<file path="config.mk">
export PLATFORM = sky130hd
export DESIGN_NAME = mc_control_ext_flat
export DESIGN_NICKNAME = d
export VERILOG_FILES = /design/src/rtl/mc_ctrl_pkg.sv /design/src/rtl/mc_control_ext_if.sv /design/src/rtl/mc_ctrl_decode.sv /design/src/rtl/mc_control_ext.sv /design/src/flat_wrapper.sv
export SDC_FILE = /design/constraint.sdc
export NUM_CORES = 1
export LEC_CHECK = 0
export ABC_CLOCK_PERIOD_IN_PS = 1850
export CORE_UTILIZATION = 41
export DETAILED_ROUTE_END_ITERATION = 12
export PLACE_DENSITY = 0.72
export SETUP_SLACK_MARGIN = 0.3
export SKIP_CTS_REPAIR_TIMING = 1
export SLEW_MARGIN = 15
export SYNTH_ARGS = -nofsm -noshare
export SYNTH_HDL_FRONTEND = slang
export SYNTH_SLANG_ARGS = --single-unit
</file>
<file path="constraint.sdc">
create_clock -name clk -period 1.85 [get_ports clk]
set_clock_uncertainty 0.05 [all_clocks]
set_input_delay 0.185 -clock clk [delete_from_list [all_inputs] [get_ports clk]]
set_output_delay 0.185 -clock clk [all_outputs]
set_load 0.01 [all_outputs]
</file>
<file path="src/rtl/mc_ctrl_pkg.sv">
// Shared types for the extended multicycle MIPS controller: state encoding, opcodes and
// control-field encodings. MC_CTRL_ILLEGAL_TRAP_EN adds the trap bit to the control word.
package mc_ctrl_pkg;

  typedef enum logic [3:0] {
    StFetch  = 4'd0,
    StDecode = 4'd1,
    StMemAdr = 4'd2,
    StMemRd  = 4'd3,
    StMemWb  = 4'd4,
    StMemWr  = 4'd5,
    StExec   = 4'd6,
    StRtEnd  = 4'd7,
    StBeq    = 4'd8,
    StBne    = 4'd9,
    StIExec  = 4'd10,
    StIEnd   = 4'd11,
    StJump   = 4'd12,
    StTrap   = 4'd13
  } state_e;

  localparam logic [5:0] OpRType = 6'b000000;
  localparam logic [5:0] OpJ     = 6'b000010;
  localparam logic [5:0] OpBeq   = 6'b000100;
  localparam logic [5:0] OpBne   = 6'b000101;
  localparam logic [5:0] OpAddi  = 6'b001000;
  localparam logic [5:0] OpSlti  = 6'b001010;
  localparam logic [5:0] OpAndi  = 6'b001100;
  localparam logic [5:0] OpOri   = 6'b001101;
  localparam logic [5:0] OpLw    = 6'b100011;
  localparam logic [5:0] OpSw    = 6'b101011;

  typedef enum logic [3:0] {
    OpcIll, OpcR, OpcLw, OpcSw, OpcBeq, OpcBne, OpcAddi, OpcAndi, OpcOri, OpcSlti, OpcJ
  } op_class_e;

  typedef enum logic [2:0] {
    AluAdd   = 3'd0,
    AluSub   = 3'd1,
    AluFunct = 3'd2,
    AluAnd   = 3'd3,
    AluOr    = 3'd4,
    AluSlt   = 3'd5
  } alu_op_e;

  typedef enum logic [1:0] {SrcBReg, SrcBFour, SrcBImm, SrcBImmSh} alu_src_b_e;
  typedef enum logic [1:0] {PcSrcAlu, PcSrcAluOut, PcSrcJump, PcSrcTrap} pc_src_e;

  typedef struct packed {
    logic       iord;
    logic       mem_read;
    logic       mem_write;
    logic       mem_to_reg;
    logic       ir_write;
    logic       pc_write;
    logic       pc_write_cond;
    logic       is_bne;
    pc_src_e    pc_source;
    logic       alu_src_a;
    alu_src_b_e alu_src_b;
    logic       ext_op;
    logic       reg_dst;
    logic       reg_write;
    alu_op_e    alu_op;
    logic       illegal;
    logic       retire;
    logic       mem_gate;  // strobes in this state only fire once memory completes
`ifdef MC_CTRL_ILLEGAL_TRAP_EN
    logic       trap;
`endif
  } ctrl_t;

  function automatic op_class_e op_class(logic [5:0] op);
    case (op)
      OpRType: return OpcR;
      OpLw:    return OpcLw;
      OpSw:    return OpcSw;
      OpBeq:   return OpcBeq;
      OpBne:   return OpcBne;
      OpAddi:  return OpcAddi;
      OpAndi:  return OpcAndi;
      OpOri:   return OpcOri;
      OpSlti:  return OpcSlti;
      OpJ:     return OpcJ;
      default: return OpcIll;
    endcase
  endfunction

  function automatic alu_op_e imm_alu_op(op_class_e c);
    case (c)
      OpcAndi: return AluAnd;
      OpcOri:  return AluOr;
      OpcSlti: return AluSlt;
      default: return AluAdd;
    endcase
  endfunction

endpackage

</file>
<file path="src/rtl/mc_control_ext_if.sv">
// Controller <-> datapath bundle. The controller uses master; the datapath/memory side uses slave.
// The trap signal exists only when MC_CTRL_ILLEGAL_TRAP_EN is defined.
interface mc_control_ext_if #(
  parameter int unsigned OP_W    = 6,
  parameter int unsigned ALUOP_W = 3,
  parameter int unsigned CNT_W   = 32
);
  logic [OP_W-1:0]    Op;
  logic               Zero;
  logic               mem_ready;
  logic               IorD;
  logic               MemRead;
  logic               MemWrite;
  logic               MemtoReg;
  logic               IRWrite;
  logic [1:0]         PCSource;
  logic               ALUSrcA;
  logic [1:0]         ALUSrcB;
  logic               ExtOp;
  logic               RegDst;
  logic               RegWrite;
  logic               PCSel;
  logic [ALUOP_W-1:0] ALUOp;
  logic               illegal_op;
  logic [CNT_W-1:0]   instr_count;
`ifdef MC_CTRL_ILLEGAL_TRAP_EN
  logic               trap;
`endif

  modport master (
    input  Op, Zero, mem_ready,
    output IorD, MemRead, MemWrite, MemtoReg, IRWrite, PCSource, ALUSrcA, ALUSrcB, ExtOp,
           RegDst, RegWrite, PCSel, ALUOp, illegal_op, instr_count
`ifdef MC_CTRL_ILLEGAL_TRAP_EN
    , output trap
`endif
  );

  modport slave (
    output Op, Zero, mem_ready,
    input  IorD, MemRead, MemWrite, MemtoReg, IRWrite, PCSource, ALUSrcA, ALUSrcB, ExtOp,
           RegDst, RegWrite, PCSel, ALUOp, illegal_op, instr_count
`ifdef MC_CTRL_ILLEGAL_TRAP_EN
    , input trap
`endif
  );
endinterface

</file>
<file path="src/rtl/mc_ctrl_decode.sv">
// Combinational state + opcode -> control word (Moore decode, before mem_ready gating).
// With MC_CTRL_ILLEGAL_TRAP_EN the illegal flag moves from DECODE to the TRAP state.
module mc_ctrl_decode
  import mc_ctrl_pkg::*;
#(
  parameter int unsigned OP_W = 6
) (
  input  state_e          state_i,
  input  logic [OP_W-1:0] op_i,
  output ctrl_t           cw_o,
  output op_class_e       opc_o
);

  always_comb begin
    // Any set bit above the 6-bit opcode field makes the opcode undecodable
    opc_o = (|(op_i >> 6)) ? OpcIll : op_class(6'(op_i));

    cw_o        = '0;
    cw_o.ext_op = 1'b1;

    unique case (state_i)
      StFetch: begin
        cw_o.mem_read  = 1'b1;
        cw_o.alu_src_b = SrcBFour;
        cw_o.ir_write  = 1'b1;
        cw_o.pc_write  = 1'b1;
        cw_o.mem_gate  = 1'b1;
      end
      StDecode: begin
        cw_o.alu_src_b = SrcBImmSh;
`ifndef MC_CTRL_ILLEGAL_TRAP_EN
        cw_o.illegal   = (opc_o == OpcIll);
`endif
      end
      StMemAdr: begin
        cw_o.alu_src_a = 1'b1;
        cw_o.alu_src_b = SrcBImm;
      end
      StMemRd: begin
        cw_o.mem_read = 1'b1;
        cw_o.iord     = 1'b1;
      end
      StMemWb: begin
        cw_o.reg_write  = 1'b1;
        cw_o.mem_to_reg = 1'b1;
        cw_o.retire     = 1'b1;
      end
      StMemWr: begin
        cw_o.mem_write = 1'b1;
        cw_o.iord      = 1'b1;
        cw_o.retire    = 1'b1;
        cw_o.mem_gate  = 1'b1;
      end
      StExec: begin
        cw_o.alu_src_a = 1'b1;
        cw_o.alu_op    = AluFunct;
      end
      StRtEnd: begin
        cw_o.reg_dst   = 1'b1;
        cw_o.reg_write = 1'b1;
        cw_o.retire    = 1'b1;
      end
      StBeq, StBne: begin
        cw_o.alu_src_a     = 1'b1;
        cw_o.alu_op        = AluSub;
        cw_o.pc_write_cond = 1'b1;
        cw_o.pc_source     = PcSrcAluOut;
        cw_o.is_bne        = (state_i == StBne);
        cw_o.retire        = 1'b1;
      end
      StIExec: begin
        cw_o.alu_src_a = 1'b1;
        cw_o.alu_src_b = SrcBImm;
        cw_o.alu_op    = imm_alu_op(opc_o);
        cw_o.ext_op    = !(opc_o inside {OpcAndi, OpcOri});
      end
      StIEnd: begin
        cw_o.reg_write = 1'b1;
        cw_o.alu_op    = imm_alu_op(opc_o);
        cw_o.ext_op    = !(opc_o inside {OpcAndi, OpcOri});
        cw_o.retire    = 1'b1;
      end
      StJump: begin
        cw_o.pc_write  = 1'b1;
        cw_o.pc_source = PcSrcJump;
        cw_o.retire    = 1'b1;
      end
`ifdef MC_CTRL_ILLEGAL_TRAP_EN
      StTrap: begin
        cw_o.pc_write  = 1'b1;
        cw_o.pc_source = PcSrcTrap;
        cw_o.illegal   = 1'b1;
        cw_o.trap      = 1'b1;
      end
`endif
      default: ;
    endcase
  end

endmodule

</file>
<file path="src/rtl/mc_control_ext.sv">
// Extended multicycle MIPS control FSM: state register, next-state, mem_ready gating and the
// retired-instruction counter. MC_CTRL_ILLEGAL_TRAP_EN routes illegal opcodes through TRAP.
module mc_control_ext
  import mc_ctrl_pkg::*;
#(
  parameter int unsigned OP_W    = 6,
  parameter int unsigned ALUOP_W = 3,
  parameter int unsigned CNT_W   = 32
) (
  input logic              clk,
  input logic              reset,
  mc_control_ext_if.master bus
);

  state_e           state_q, state_d;
  ctrl_t            cw;
  op_class_e        opc;
  logic             strobe_ok, ir_write, pc_write, retire, pc_sel;
  logic [CNT_W-1:0] instr_count_q;

  mc_ctrl_decode #(
    .OP_W (OP_W)
  ) u_decode (
    .state_i (state_q),
    .op_i    (bus.Op),
    .cw_o    (cw),
    .opc_o   (opc)
  );

  always_ff @(posedge clk or negedge reset) begin
    if (!reset) begin
      state_q       <= StFetch;
      instr_count_q <= '0;
    end else begin
      state_q <= state_d;
      if (retire) instr_count_q <= instr_count_q + CNT_W'(1);
    end
  end

  always_comb begin
    state_d = state_q;
    unique case (state_q)
      StFetch:  if (bus.mem_ready) state_d = StDecode;
      StDecode: begin
        unique case (opc)
          OpcLw, OpcSw:                      state_d = StMemAdr;
          OpcR:                              state_d = StExec;
          OpcBeq:                            state_d = StBeq;
          OpcBne:                            state_d = StBne;
          OpcAddi, OpcAndi, OpcOri, OpcSlti: state_d = StIExec;
          OpcJ:                              state_d = StJump;
`ifdef MC_CTRL_ILLEGAL_TRAP_EN
          default:                           state_d = StTrap;
`else
          default:                           state_d = StFetch;
`endif
        endcase
      end
      StMemAdr: state_d = (opc == OpcSw) ? StMemWr : StMemRd;
      StMemRd:  if (bus.mem_ready) state_d = StMemWb;
      StMemWr:  if (bus.mem_ready) state_d = StFetch;
      StExec:   state_d = StRtEnd;
      StIExec:  state_d = StIEnd;
      default:  state_d = StFetch;
    endcase
  end

  always_comb begin
    strobe_ok = !cw.mem_gate || bus.mem_ready;
    ir_write  = cw.ir_write & strobe_ok;
    pc_write  = cw.pc_write & strobe_ok;
    retire    = cw.retire & strobe_ok;
    pc_sel    = pc_write | (cw.pc_write_cond & (bus.Zero ^ cw.is_bne));
  end

  // Reset low forces every control output to zero regardless of the decoded state
  assign bus.IorD        = reset & cw.iord;
  assign bus.MemRead     = reset & cw.mem_read;
  assign bus.MemWrite    = reset & cw.mem_write;
  assign bus.MemtoReg    = reset & cw.mem_to_reg;
  assign bus.IRWrite     = reset & ir_write;
  assign bus.PCSource    = reset ? cw.pc_source : PcSrcAlu;
  assign bus.ALUSrcA     = reset & cw.alu_src_a;
  assign bus.ALUSrcB     = reset ? cw.alu_src_b : SrcBReg;
  assign bus.ExtOp       = reset & cw.ext_op;
  assign bus.RegDst      = reset & cw.reg_dst;
  assign bus.RegWrite    = reset & cw.reg_write;
  assign bus.PCSel       = reset & pc_sel;
  assign bus.ALUOp       = reset ? ALUOP_W'(cw.alu_op) : '0;
  assign bus.illegal_op  = reset & cw.illegal;
  assign bus.instr_count = instr_count_q;
`ifdef MC_CTRL_ILLEGAL_TRAP_EN
  assign bus.trap        = reset & cw.trap;
`endif

endmodule
</file>
<file path="src/flat_wrapper.sv">
// flat-port wrapper written by rule: the top's interface ports become plain ports
module mc_control_ext_flat import mc_ctrl_pkg::*;
#(
  parameter int unsigned OP_W    = 6,
  parameter int unsigned ALUOP_W = 3,
  parameter int unsigned CNT_W   = 32
)
  (clk, reset, bus_Op, bus_Zero, bus_mem_ready, bus_IorD, bus_MemRead, bus_MemWrite, bus_MemtoReg, bus_IRWrite, bus_PCSource, bus_ALUSrcA, bus_ALUSrcB, bus_ExtOp, bus_RegDst, bus_RegWrite, bus_PCSel, bus_ALUOp, bus_illegal_op, bus_instr_count);
  mc_control_ext_if #(.OP_W(OP_W), .ALUOP_W(ALUOP_W), .CNT_W(CNT_W)) bus_i ();
  input logic clk;
  input logic reset;
  input wire logic [$bits(bus_i.Op)-1:0] bus_Op;
  input wire logic [$bits(bus_i.Zero)-1:0] bus_Zero;
  input wire logic [$bits(bus_i.mem_ready)-1:0] bus_mem_ready;
  output wire logic [$bits(bus_i.IorD)-1:0] bus_IorD;
  output wire logic [$bits(bus_i.MemRead)-1:0] bus_MemRead;
  output wire logic [$bits(bus_i.MemWrite)-1:0] bus_MemWrite;
  output wire logic [$bits(bus_i.MemtoReg)-1:0] bus_MemtoReg;
  output wire logic [$bits(bus_i.IRWrite)-1:0] bus_IRWrite;
  output wire logic [$bits(bus_i.PCSource)-1:0] bus_PCSource;
  output wire logic [$bits(bus_i.ALUSrcA)-1:0] bus_ALUSrcA;
  output wire logic [$bits(bus_i.ALUSrcB)-1:0] bus_ALUSrcB;
  output wire logic [$bits(bus_i.ExtOp)-1:0] bus_ExtOp;
  output wire logic [$bits(bus_i.RegDst)-1:0] bus_RegDst;
  output wire logic [$bits(bus_i.RegWrite)-1:0] bus_RegWrite;
  output wire logic [$bits(bus_i.PCSel)-1:0] bus_PCSel;
  output wire logic [$bits(bus_i.ALUOp)-1:0] bus_ALUOp;
  output wire logic [$bits(bus_i.illegal_op)-1:0] bus_illegal_op;
  output wire logic [$bits(bus_i.instr_count)-1:0] bus_instr_count;
  assign bus_i.Op = bus_Op;
  assign bus_i.Zero = bus_Zero;
  assign bus_i.mem_ready = bus_mem_ready;
  assign bus_IorD = bus_i.IorD;
  assign bus_MemRead = bus_i.MemRead;
  assign bus_MemWrite = bus_i.MemWrite;
  assign bus_MemtoReg = bus_i.MemtoReg;
  assign bus_IRWrite = bus_i.IRWrite;
  assign bus_PCSource = bus_i.PCSource;
  assign bus_ALUSrcA = bus_i.ALUSrcA;
  assign bus_ALUSrcB = bus_i.ALUSrcB;
  assign bus_ExtOp = bus_i.ExtOp;
  assign bus_RegDst = bus_i.RegDst;
  assign bus_RegWrite = bus_i.RegWrite;
  assign bus_PCSel = bus_i.PCSel;
  assign bus_ALUOp = bus_i.ALUOp;
  assign bus_illegal_op = bus_i.illegal_op;
  assign bus_instr_count = bus_i.instr_count;
  mc_control_ext #(.OP_W(OP_W), .ALUOP_W(ALUOP_W), .CNT_W(CNT_W)) u_core (.clk(clk), .reset(reset), .bus(bus_i));
endmodule
</file>
run_1/congestion_map.png
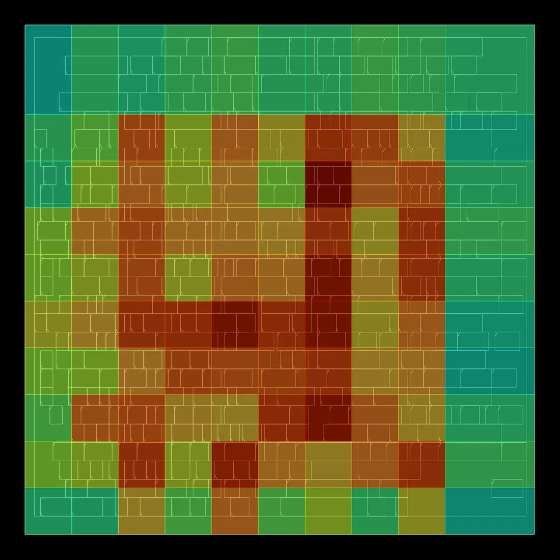
met3 GRT Util: 3.57%
routing usage on met2: 36.5%
Final Util: 79.5%
WL per Instance: 16.9 um

run_1/ff_map.png
The bar under the picture is 20 um long. Other cells in gray.
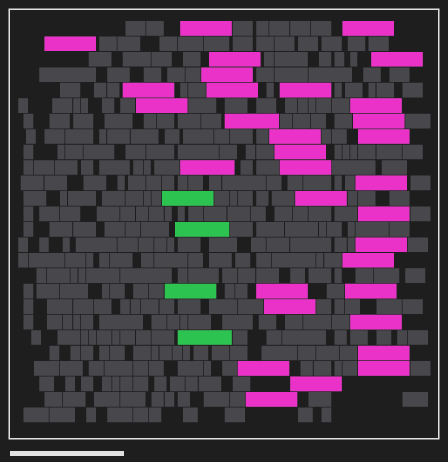
- u_core.bus.instr_count: magenta (sequential cells 32)
- u_core.state_q: green (sequential cells 4; where middle)
P_seq: 0.938 mW
Storage cell area: 906 um^2
fraction of area in registers: 22.2%

run_1/class_map.png
The bar under the picture is 20 um long.
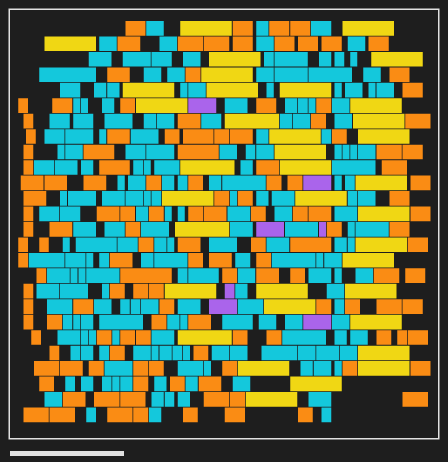
- registers: yellow (cells 36; share of their area 23%)
- remaining buffers and delay cells: orange (cells 139; share of their area 32%)
- clock drivers and dummy loads: purple (cells 7; share of their area 1.9%)
- remaining logic cells: cyan (cells 205; share of their area 43%)
row count: 26
post-layout instance area: 4080 um^2
core area: 5140 um^2

run_1/layers.png
The bar under the picture is 20 um long. Two of the layers only.
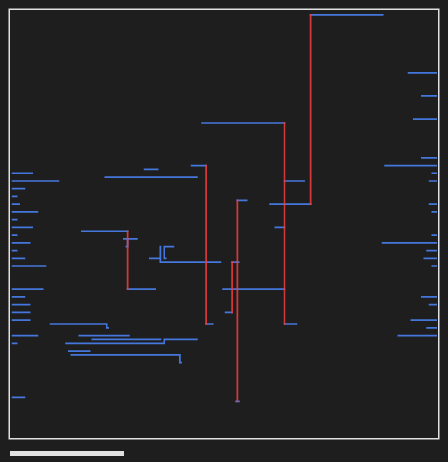
- M4: red (wire length 151 um)
- M3: blue (wire length 311 um)
GRT Total Usage: 21.3%
routed vias: 2468
drt total wl: 7.73 mm

-- run 1: power by group through the flow --
stage	Clock [mW]	Sequential [mW]	Combinational, mW
final	0.533	0.938	1.79
after detailed placement	0	0.940	1.22
after floorplan	0	0.969	0.542
after global placement	0	0.939	1.21
after global routing	0.569	0.946	1.88
after CTS	0.524	0.927	1.22
-- run 1: cell type report --
class / instances / area share [%]
clock buffers: 6 / 1.78
flip-flops and latches: 36 / 22.2
inverters: 7 / 0.827
repair buffers: 139 / 31.5
well taps: 70 / 2.14
clock inverters: 1 / 0.123
multi-input cells: 198 / 41.5
-- run 1: placed cells by master (no fill, tap or decap), drive strengths merged, types with 15 or more instances in the layout --
cell and n:
nand2 25, xor2 17, nand3 16, nor3 15, clkdlybuf4s50 25, xnor2 16
nor2 32, dfrtp 36, dlymetal6s2s 15, buf 98
-- run 1: routing by layer --
layer / track usage (%) / up-vias / wire (um)
met1: 27.2 / 1225 / 3100
met4: 7.41 / 0 / 150
met3: 3.57 / 15 / 310
li1: - / 1148 / -
met5: 0 / - / 0
met2: 36.5 / 80 / 4170
-- run 1: state kept, by name (all words and copies together) (netlist names) --
signal / flops
u_core.state_q: 4
u_core.bus.instr_count: 32
-- run 1: how the worst max path moves through the flow --
stage | from | to | slack, ns
floorplan | u_core.state_q[2]$_DFFE_PN0P_ | u_core.bus.instr_count[24]$_DFFE_PN0P_ | 0.07
global placement | bus_Op[2] | bus_illegal_op | -0.43
detailed placement | bus_Op[2] | bus_illegal_op | -0.45
CTS | bus_Op[2] | bus_illegal_op | -0.46
global route | u_core.bus.instr_count[19]$_DFFE_PN0P_ | u_core.bus.instr_count[31]$_DFFE_PN0P_ | -0.21
finish | u_core.state_q[1]$_DFFE_PN0P_ | u_core.bus.instr_count[18]$_DFFE_PN0P_ | -0.14
==> results.json, run 1 <==
{
  "synth_cell_type_count": 42,
  "powerDensity_nw_per_um2": 798,
  "drv_cap": 0,
  "top_area_share_pct": 40.9,
  "hpwl_mm": 4.39,
  "n_antenna_cell": 0,
  "power_frac_seq_pct": 28.8,
  "yosys.area_share.xor_xnor_pct": 13.1,
  "syn_area_per_cell_um2": 8.78,
  "finalPower_mw": 3.26,
  "synth_flops": 36,
  "clockRootBuffer": "clkbuf_8",
  "die_h_um": 75.3,
  "gp_congestion": 0.846,
  "timing.rr.start": "u_core.state_q[1]$_DFFE_PN0P_",
  "grt_max_degree": 37,
  "synthCells": 251,
  "synthTopCellsByCount": "dfrtp_1 (36), nor2_1 (32), nand2_1 (25)",
  "setup_viol": 21,
  "fill_cells": 327,
  "tns_ns": -1.20,
  "via_per_inst": 5.40,
  "drc_errors": 0,
  "most_common_cell": "dfrtp_1",
  "power_switching_mw": 1.19,
  "critical_path_class": "flop to flop",
  "grt_pass1_wl_mm": 9.20,
  "holdWs_ns": 0.121,
  "crit_chain": "nor2b_4 > or4_4 > nor3_4 > nand3_1 > xnor2_1",
  "firstDrtPassIters": 4,
  "comb_area_um2": 1690,
  "dieWidth_um": 75.3,
  "tritoncts": "built",
  "rsz0062_at_grt": "yes",
  "synthArstFlopShare_pct": 100,
  "r2r_setup_slack_ns": -0.14,
  "finalCriticalPeriod_ns": 1.99,
  "cts_buffers": 5,
  "grt_pass1_vias": 2027,
  "aoi_share_pct": 8.52,
  "relSlewSlack_pct": 69.3,
  "critPathRequiredTime_ns": 2.00,
  "ys_cells": 251,
  "cp-end-kind": "flop",
  "leakagePower_nw": 2.05,
  "clk_path_buf_depth": 2,
  "clk_pin_slew_ns": 0.07,
  "violations": "setup timing",
  "ff_type": "dfrtp_1",
  "antenna_found_initial": 0,
  "setup_slack_ns": -0.136,
  "comb_power_share_pct": 54.8,
  "synth_adder_area_share_pct": 0.568,
  "drt_iter0_drc": 79,
  "seq_area_frac_synth_pct": 40.9,
  "postRouteAntennaNets": 0,
  "clock_power_share_pct": 16.4,
  "max-vdd-ir-drop_v": 0.000504,
  "simple_gate_share_pct": 32.1,
  "overflow": 0,
  "synthMuxAreaShare_pct": 1.48,
  "status": "finished, violations left",
  "hp-class": "input pin to async pin",
  "fmax_ghz": 0.504
}
run_1/gates.png
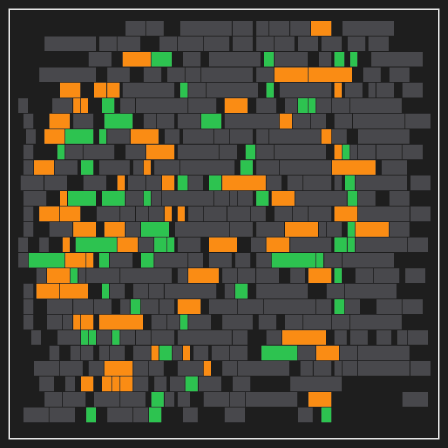

==> inputs of run 2 (changes only) <==
- PLACE_DENSITY: 0.72 -> 0.79
run_2/gates.png
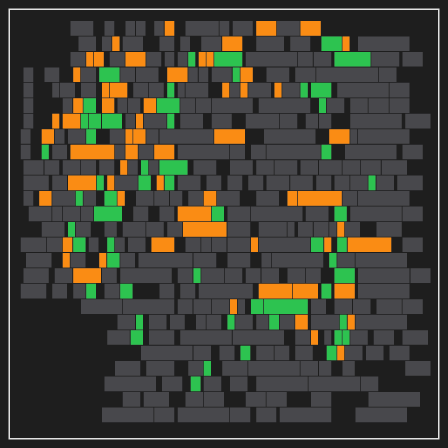
- nand cells: green (cells 55)
- nor cells: orange (cells 61)
Finished Layout Cells: 459
Commonest Layout Cell: buf_4

run_2/congestion_map.png
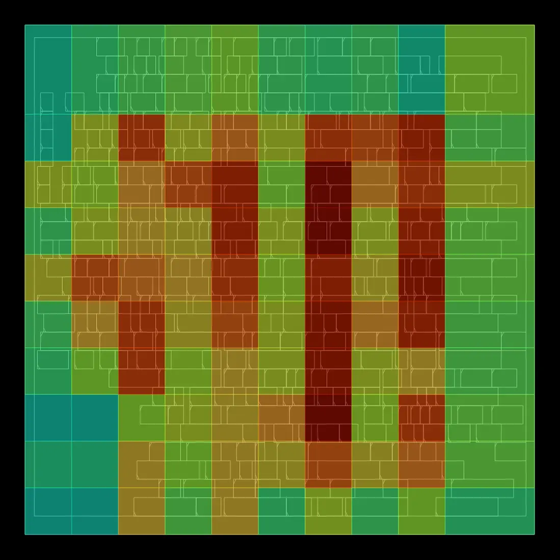
GRT Total Usage: 21.5%
WL per Instance: 15.6 um
busiest grt layer: met2

==> results.json, run 2 <==
{
  "setup_slack_ns": -0.227,
  "ys_cells": 251,
  "io_pins": 60,
  "die_h_um": 75.3,
  "seq_area_frac_synth_pct": 40.9,
  "final_cell_mix": "buf_4 (57), dfrtp_1 (32), nor2_1 (26), clkdlybuf4s50_1 (25)",
  "critPathRequiredTime_ns": 2.01,
  "largest_area_cell": "dfrtp_1",
  "edf_count": 0,
  "drv_slew": 0,
  "core-area_um2": 5140,
  "tritoncts": "built",
  "antenna_found_initial": 0,
  "area_growth_pct": 75.8,
  "relSlewSlack_pct": 72.0,
  "drt-total-wl_mm": 7.15,
  "synth_cell_type_count": 42,
  "status": "finished, violations left",
  "port_buffers": 59,
  "n_antenna_cell": 0,
  "setup_viol": 30,
  "layout-drive-gt1-share_pct": 42.2,
  "cts.htree.levels": 2,
  "cp_max_fo": 5,
  "chip_area_um2": 5670,
  "top_area_share_pct": 40.9,
  "fmax_ghz": 0.481,
  "fp-utilization_pct": 42.9,
  "syn_nets": 262,
  "clock-sinks": 36,
  "rsz0062_at_grt": "yes",
  "warnings": 28,
  "critical_path_class": "flop to flop",
  "violations": "setup timing",
  "cts_buffers": 5,
  "pre_cts_slack_ns": -0.472,
  "r2r_setup_slack_ns": -0.23,
  "reg2reg_depth": 7,
  "vias": 2438,
  "clk_pin_slew_ns": 0.07,
  "ys_area_um2": 2200,
  "leakagePower_nw": 1.98,
  "synthArstFlopShare_pct": 100,
  "cp-start-kind": "flop",
  "gp_congestion": 0.895,
  "fin_nets": 399,
  "r2r-end": "u_core.bus.instr_count[24]$_DFFE_PN0P_",
  "netlist_area_um2": 2200,
  "final_area_um2": 3870,
  "drv_cap": 0,
  "topCellsByArea": "dfrtp_1 (41%), xor2_1 (6.8%), xnor2_1 (6.4%)",
  "grt_pass1_vias": 2125,
  "drc_errors": 0,
  "postRouteAntennaNets": 0,
  "max-vdd-ir-drop_v": 0.000595,
  "cp-end-kind": "flop",
  "overflow": 0,
  "critPathArrivalTime_ns": 2.24,
  "hp-class": "input pin to async pin",
  "insertion_delay_ns": 0.30,
  "drt_iter0_drc": 72,
  "synth_warnings": 0,
  "final-hold-violation-count": 0,
  "synth_flops": 36,
  "startpoint": "u_core.state_q[0]$_DFFE_PN0P_",
  "timing.rr.start": "u_core.state_q[0]$_DFFE_PN0P_",
  "via_per_inst": 5.31,
  "fin_crit_sh_pct": 112,
  "dieWidth_um": 75.3,
  "hpwl_mm": 4.33,
  "crit_end": "u_core.bus.instr_count[24]$_DFFE_PN0P_",
  "finalCriticalPeriod_ns": 2.08,
  "firstDrtPassIters": 4,
  "rows": 26,
  "syn_area_per_cell_um2": 8.78,
  "place_area_um2": 3260,
  "powerDensity_nw_per_um2": 810,
  "clockRootBuffer": "clkbuf_8",
  "synthTopCellsByCount": "dfrtp_1 (36), nor2_1 (32), nand2_1 (25)",
  "holdWs_ns": 0.0714,
  "grt_max_degree": 35,
  "ff_type": "dfrtp_1",
  "tightest_slew_ns": 0.421,
  "synthCells": 251,
  "largest_register_ffs": 32,
  "grt_pass1_wl_mm": 9.27,
  "clk_path_buf_depth": 2,
  "most_common_cell": "dfrtp_1"
}
[run 2: cell count changes in the layout (fill, tap and decap cells not counted), sizes merged]
cell	delta
dlygate4sd3	+1
bufinv	+1
buf	-1
clkinvlp	+1
[run 2: final cells by class]
type,instances,area (um^2)
clock buffer,5,68.8
fill,360,1270
sequential,36,906
timing repair buffer,140,1240
inverter,7,26.3
tap,70,87.6
multi-input combinational,198,1500
clock inverter,3,42.5
[run 2: power by group]
| part | internal [mW] | switching, mW |
|---|---|---|
| Sequential | 0.864 | 0.0935 |
| Combinational | 0.815 | 0.664 |
| Clock | 0.399 | 0.302 |
[run 2: cell families after synthesis]
logic type | after synthesis | synth area share (%)
buffers and inverters | 17 | 3.29
xor gates and xnor gates | 33 | 13.1
DFF | 36 | 40.9
adders and majority gates | 1 | 0.568
muxes | 3 | 1.48
and+or+nand+nor | 132 | 32.1
AOI/OAI and AO/OA | 29 | 8.52
[run 2: through the flow]
| step | util [%] | power [mW] | cells | TNS, ns |
|---|---|---|---|---|
| global route | 75.3 | 3.31 | 459 | -6.33 |
| finish | 75.3 | 3.14 | 459 | -3.33 |
| floorplan | - | 1.51 | 251 | 0 |
| global placement | 63.4 | 2.11 | 420 | -4.87 |
| detailed placement | 63.4 | 2.13 | 420 | -5.91 |
| CTS | 65.6 | 2.82 | 428 | -7.26 |
[run 2: critical path: stages (launching register included)]
cell and delay (ns):
dfrtp_2 0.45, buf_6 0.13, buf_6 0.10, and3_4 0.15
or4_4 0.45, nor3_4 0.25, and3_4 0.25, xor2_1 0.18
[run 2: layer usage]
layer	vias to the layer above	track usage [%]	wire length, um
met5	-	0	0
met4	0	9.05	184
met3	20	4.89	378
met2	73	38.8	3840
met1	1194	24.5	2750
li1	1151	-	-
==> inputs of run 3 (changes only) <==
- ABC_AREA: not set -> 0
run_3/gates.png
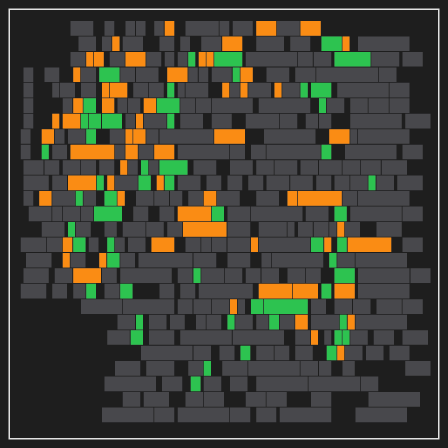
- nor cells: orange (cells 61)
- nand cells: green (cells 55)
combinational share of cell area: 38.8%

run_3/layers.png
The bar under the picture is 20 um long. Two of the layers only.
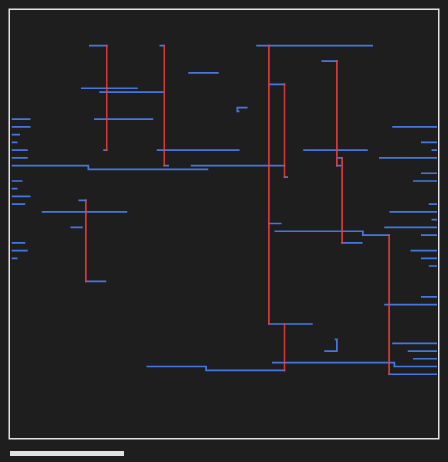
- M3: blue (wire length 378 um)
- M4: red (wire length 185 um)
routed vias: 2438
drt total wl: 7.15 mm

==> results.json, run 3 <==
{
  "wl_per_cell_um": 15.6,
  "cts.htree.levels": 2,
  "antenna_found_initial": 0,
  "fin_nets": 399,
  "synth_warnings": 0,
  "area_growth_pct": 75.8,
  "finalCriticalPeriod_ns": 2.08,
  "netlist_area_um2": 2200,
  "synth_flops": 36,
  "clk_pin_slew_ns": 0.07,
  "n_antenna_cell": 0,
  "clock-sinks": 36,
  "use_met1_pct": 24.5,
  "met1Wirelength_mm": 2.75,
  "globalRouteMet3Util_pct": 4.89,
  "top_area_share_pct": 40.9,
  "ys_area_um2": 2200,
  "comb_area_um2": 1500,
  "met2_usage_pct": 38.8,
  "n_all_buffers": 140,
  "cp-end-kind": "flop",
  "edf_count": 0,
  "wl_met3_um": 378,
  "hp-class": "input pin to async pin",
  "comb_cells": 198,
  "grt_pass1_wl_mm": 9.27,
  "firstDrtPassIters": 4,
  "die_h_um": 75.3,
  "gp_congestion": 0.895,
  "grt_max_degree": 35,
  "overflow": 0,
  "violations": "setup timing",
  "most_common_cell": "dfrtp_1",
  "grt_pass1_vias": 2125,
  "rsz0062_at_grt": "yes",
  "cp_slowest_stage_delay_ns": 0.45,
  "critPathArrivalTime_ns": 2.24,
  "syn_area_per_cell_um2": 8.78,
  "warnings": 28,
  "max-vdd-ir-drop_v": 0.000595,
  "drv_slew": 0,
  "largest_register_ffs": 32,
  "synthArstFlopShare_pct": 100,
  "rows": 26,
  "clkbuf_count": 5,
  "inverters": 7,
  "critical_path_class": "flop to flop",
  "tightest_slew_ns": 0.421,
  "top_layer_used": "met4",
  "seq_area_frac_synth_pct": 40.9,
  "leakagePower_nw": 1.98,
  "insertion_delay_ns": 0.30,
  "final_area_um2": 3870,
  "fp-utilization_pct": 42.9,
  "fin_crit_sh_pct": 112,
  "topCellsByArea": "dfrtp_1 (41%), xor2_1 (6.8%), xnor2_1 (6.4%)",
  "wl_met2_mm": 3.84,
  "final_cell_mix": "buf_4 (57), dfrtp_1 (32), nor2_1 (26), clkdlybuf4s50_1 (25)",
  "finalPower_mw": 3.14,
  "place_area_um2": 3260,
  "final_common_cell": "buf_4",
  "cp_max_fo": 5,
  "powerDensity_nw_per_um2": 810,
  "cts_buffers": 5,
  "io_pins": 60,
  "via_per_inst": 5.31,
  "setup_slack_ns": -0.227,
  "chip_area_um2": 5670,
  "hpwl_mm": 4.33,
  "core-area_um2": 5140,
  "clockRootBuffer": "clkbuf_8",
  "tns_ns": -3.33,
  "r2r_setup_slack_ns": -0.23,
  "largest_cell_class": "logic gates",
  "fill_cells": 360,
  "synth_cell_type_count": 42,
  "status": "finished, violations left",
  "postRouteAntennaNets": 0,
  "setup_viol": 30,
  "final-nonclk-buf-share_pct": 32.0,
  "taps": 70,
  "grtUsageTotal_pct": 21.5,
  "fmax_ghz": 0.481,
  "synthTopCellsByCount": "dfrtp_1 (36), nor2_1 (32), nand2_1 (25)",
  "dieWidth_um": 75.3,
  "port_buffers": 59,
  "cp-start-kind": "flop",
  "syn_nets": 262,
  "largest_area_cell": "dfrtp_1",
  "ys_cells": 251,
  "regArea_um2": 906,
  "drv_cap": 0,
  "critPathRequiredTime_ns": 2.01,
  "drc_errors": 0,
  "layout-drive-gt1-share_pct": 42.2,
  "relSlewSlack_pct": 72.0,
  "crit_chain": "buf_6 > buf_6 > and3_4 > or4_4 > nor3_4 > and3_4 > xor2_1",
  "seq_area_share_pct": 23.4,
  "clk_path_buf_depth": 2,
  "drt_iter0_drc": 72,
  "busiest_layer": "met2",
  "clkCellAreaFrac_pct": 2.88,
  "final-hold-violation-count": 0,
  "flops": 36,
  "ff_type": "dfrtp_1",
  "critPathSlowestCell": "dfrtp_2",
  "synthCells": 251,
  "tritoncts": "built"
}
## run 3: cell counts in the layout (fill, tap and decap cells not counted)
No cell type changed its count.
## run 3: metrics by stage
| stage | hold slack, ns | utilization [%] | setup WS [ns] | instances |
|---|---|---|---|---|
| after global routing | 0.120 | 75.3 | -0.322 | 459 |
| final | 0.0714 | 75.3 | -0.227 | 459 |
| after floorplan | -0.161 | - | 0.0665 | 251 |
| after global placement | 0.174 | 63.4 | -0.432 | 420 |
| after detailed placement | 0.176 | 63.4 | -0.472 | 420 |
| after CTS | -0.134 | 65.6 | -0.479 | 428 |
## run 3: final timing paths
kind	startpoint	end	depth (start not counted)
setup / recovery	u_core.state_q[0]$_DFFE_PN0P_	u_core.bus.instr_count[24]$_DFFE_PN0P_	7
hold / removal	reset	u_core.bus.instr_count[23]$_DFFE_PN0P_	2
setup reg to reg	u_core.state_q[0]$_DFFE_PN0P_	u_core.bus.instr_count[24]$_DFFE_PN0P_	7
hold reg to reg	u_core.bus.instr_count[31]$_DFFE_PN0P_	u_core.bus.instr_count[31]$_DFFE_PN0P_	1
max in group asynchronous	reset	u_core.state_q[0]$_DFFE_PN0P_	3
min in group clk	bus_Op[1]	u_core.state_q[0]$_DFFE_PN0P_	5
## run 3: cell families after synthesis
kind of cell	after synthesis	synth area share, %
buf+inv	17	3.29
fa+ha+maj	1	0.568
mux	3	1.48
flops	36	40.9
xor+xnor	33	13.1
compound gates	29	8.52
simple gates	132	32.1
## run 3: where the power goes
part / internal (mW) / switching, mW
sequential: 0.864 / 0.0935
combinational: 0.815 / 0.664
clock: 0.399 / 0.302
total: 2.08 / 1.06
## run 3: worst max-delay path, delay by kind of cell, from the launching register on
family                    cells  cell delay (ns)
DFF                           1             0.45
buffers and inverters         2             0.23
xor gates and xnor gates      1             0.18
and+or+nand+nor               4             1.10
No activity file was given, so power comes from the tool's default toggle rates.
